Figure 1. Close-up of the layout.
The bar under the picture is 5 µm long. Window x 92 to 112, y 92 to 112 µm. Cells in gray, sequential cells in the stronger gray; small squares are vias.
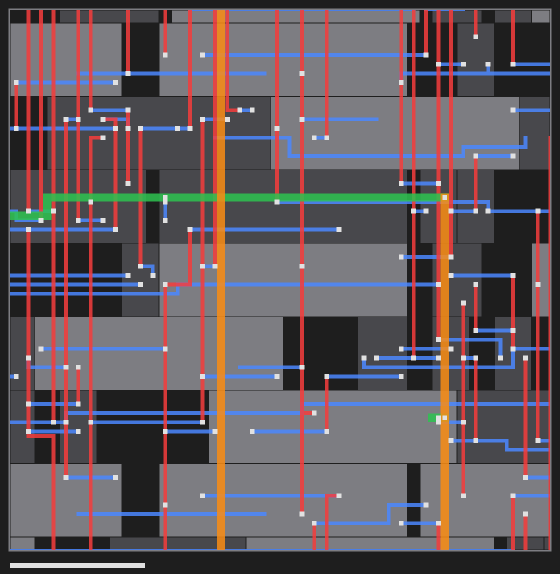
Figure 2. Routing congestion map.
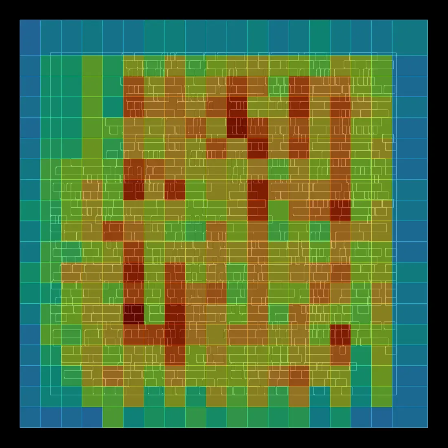
Figure 3. Metal layers overlaid.
The bar under the picture is 50 µm long. Two of the layers only.
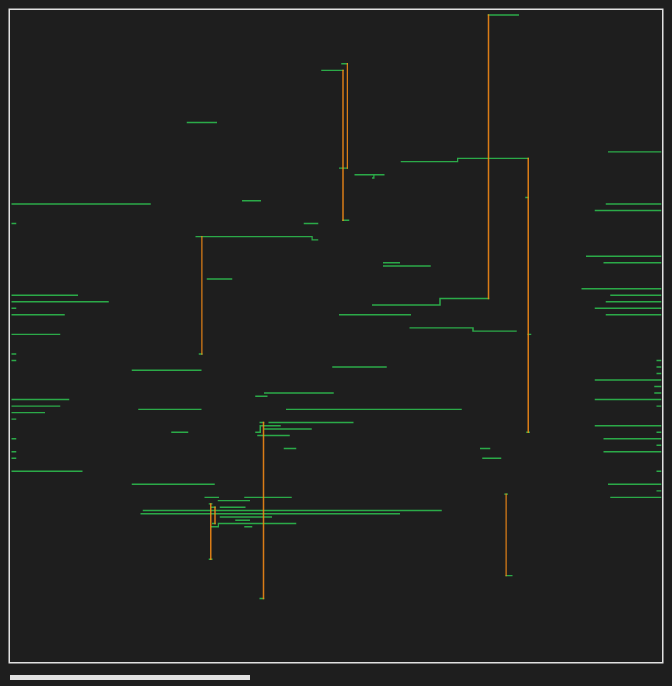
Figure 4. The metal 1 layer.
The bar under the picture is 50 µm long.
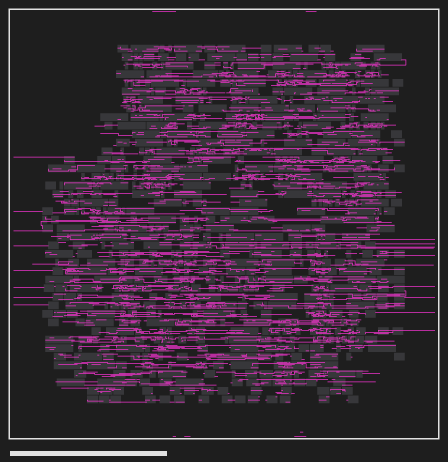
Figure 5. Wiring heat map.
The die is cut into 27 by 27 equal tiles; white is low, dark blue is high, scaled to the fullest tile. Values are wire area over tile area, all layers added.
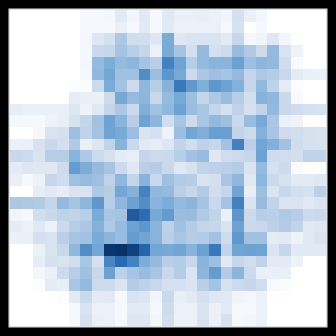
**src/rtl/result_writeback.sv**
```systemverilog
// result_writeback: captures one DSP result per result_ready rising edge, optional ReLU,
// buffers in a FIFO and drains it to output memory at offset + written.
module result_writeback #(
    parameter int FIFO_DEPTH = 4
) (
    input  logic        clk,
    input  logic        rst,
    input  logic        start,
    input  logic [15:0] output_memory_offset,
    input  logic [15:0] output_count,
    input  logic        relu_en,
    input  logic        result_ready,
    input  logic [17:0] result_data,
    output logic        write_en,
    output logic [15:0] write_addr,
    output logic [17:0] write_data,
    input  logic        write_grant,
    output logic [15:0] written,
    output logic        overflow,
    output logic        done
);
    localparam int AW = $clog2(FIFO_DEPTH);
    localparam logic [1:0] S_IDLE = 2'd0, S_RUN = 2'd1, S_DONE = 2'd2;

    logic [1:0]    state_q, state_d;
    logic          rr_q, relu_q, overflow_q, done_q;
    logic [15:0]   offset_q, count_q, written_q, written_d;
    logic [17:0]   mem_q [FIFO_DEPTH];
    logic [AW-1:0] wptr_q, rptr_q;
    logic [AW:0]   cnt_q;
    logic          run, empty, full, push, pop, accept;
    logic [17:0]   push_data;

    assign run        = state_q == S_RUN;
    assign empty      = cnt_q == '0;
    assign full       = cnt_q == (AW+1)'(FIFO_DEPTH);
    // a rising edge coinciding with start is deliberately not captured
    assign push       = run && !start && result_ready && !rr_q;
    assign pop        = write_en && write_grant;
    assign accept     = push && (!full || pop);
    assign push_data  = (relu_q && result_data[17]) ? '0 : result_data;
    assign write_en   = run && !empty;
    assign write_addr = offset_q + written_q;
    assign write_data = mem_q[rptr_q];
    assign written    = written_q;
    assign overflow   = overflow_q;
    assign done       = done_q;
    assign written_d  = written_q + 16'(pop);
    assign state_d    = start ? S_RUN : (run && written_d == count_q) ? S_DONE : state_q;

    always_ff @(posedge clk or posedge rst) begin
        if (rst) begin
            state_q    <= S_IDLE;
            rr_q       <= 1'b0;
            relu_q     <= 1'b0;
            overflow_q <= 1'b0;
            done_q     <= 1'b0;
            offset_q   <= '0;
            count_q    <= '0;
            written_q  <= '0;
            wptr_q     <= '0;
            rptr_q     <= '0;
            cnt_q      <= '0;
            for (int i = 0; i < FIFO_DEPTH; i++) mem_q[i] <= '0;
        end else begin
            state_q <= state_d;
            done_q  <= state_d == S_DONE;
            rr_q    <= start ? 1'b0 : result_ready;
            if (start) begin
                offset_q   <= output_memory_offset;
                count_q    <= output_count;
                relu_q     <= relu_en;
                overflow_q <= 1'b0;
                written_q  <= '0;
                wptr_q     <= '0;
                rptr_q     <= '0;
                cnt_q      <= '0;
            end else begin
                if (accept) begin
                    mem_q[wptr_q] <= push_data;
                    wptr_q        <= wptr_q + 1'b1;
                end
                if (pop) rptr_q <= rptr_q + 1'b1;
                if (push && full && !pop) overflow_q <= 1'b1;
                cnt_q     <= cnt_q + (AW+1)'(accept) - (AW+1)'(pop);
                written_q <= written_d;
            end
        end
    end
endmodule

```
**config.mk**
```make
export PLATFORM = sky130hd
export DESIGN_NAME = result_writeback
export DESIGN_NICKNAME = d
export VERILOG_FILES = /design/src/rtl/result_writeback.sv
export SDC_FILE = /design/constraint.sdc
export NUM_CORES = 1
export LEC_CHECK = 0
export CAP_MARGIN = 10
export CORE_MARGIN = 10
export CORE_UTILIZATION = 50
export DETAILED_ROUTE_END_ITERATION = 7
export PLACE_DENSITY = 0.75
export SETUP_SLACK_MARGIN = 0.02
export SYNTH_ARGS = -nofsm -noshare
export SYNTH_HDL_FRONTEND = slang
export SYNTH_SLANG_ARGS = --single-unit
```
**constraint.sdc**
```tcl
create_clock -name clk -period 5.5 [get_ports clk]
set_input_delay 0.55 -clock clk [delete_from_list [all_inputs] [get_ports clk]]
set_output_delay 0.55 -clock clk [all_outputs]
set_load 0.01 [all_outputs]
```
==> notes.md <==
run metrics: status=finished clean, logic share of the area=37.9%, post-place setup slack=1.56 ns, dominant logic cell type in the layout=dfrtp_1, DR DRC count=0, Overall Power=3.32 mW, CTS max path bufs=2, top cell category=sequential cells, Slew Limit Fails=0, Die Wd=136 µm, die area=18500 µm², fraction of area in clock buffers and inverters=6.24%, Root Buffer=clkbuf_16, class of the most critical setup path=flop to primary output, Ys Warns=0, Seq area share=39.3%, Crit path max-delay family=AND-OR/OR-AND gates, CP max stage delay=0.56 ns, Top Layer Used=met4, slew margin rel.=20.7%, top area contributor share=49.5%, Signal buffers=111, Synth Area in Compound Gates=11.3%, sequential power=1.36 mW, Tmin final=4.17 ns, Synth Flop Type=dfrtp_1, Hold Path Stages=2, max_cap viols=0, Adder Share, Synth=4.87%, design area=8460 µm², crit-path max FO=9, Max Freq=0.240 GHz, number of logic gates=459, Critical Path End=write_addr[12], CP max stage cell=o31ai_1, TritonCTS clock tree=built, layout clock buffer count=22, global-route wire length before repair=27.4 mm, sequential-to-total area share from yosys stat=49.5%, inverters=21, core area=13200 µm², final worst slack=1.33 ns, logic area=3210 µm², Latency at later pin=0.42 ns, Port Buf Inserts=108, yosys simple share=14.7%, heaviest power group=sequential cells
Back to the opening pictures, Figure 1:
green -> met3
blue -> met1
orange -> met4
red -> met2
netlist names of flops here include = mem_q (7)
most frequent = nand2_1 (7), dfrtp_1 (7), o21ai_0 (3)
sequential cells in the window = 7
cells with their middle in the window = 21

Back to the opening pictures, Figure 2:
final core utilization: 64.2%
grt met2 use: 30.7%
GRT busiest layer: met2
drt wl/cell: 18.2 µm
grt met3 use: 3.99%

Back to the opening pictures, Figure 3:
green -> met3  # wire length 855 µm
orange -> met4  # wire length 263 µm
WL final: 17.0 mm
gr usage total: 18.6%
DR vias: 5161

Back to the opening pictures, Figure 4:
main direction = horizontal
longest straight run = 38.2 µm
share of all routed wire = 44%
wire length on this layer = 7450 µm
grt met1 use: 23.3%

Back to the opening pictures, Figure 5:
nearly empty tiles = 17%
tiles over half the peak = 8.5%
mean over tiles = 0.14
fullest tile = 0.64

No activity file was given, so power comes from the tool's default toggle rates.
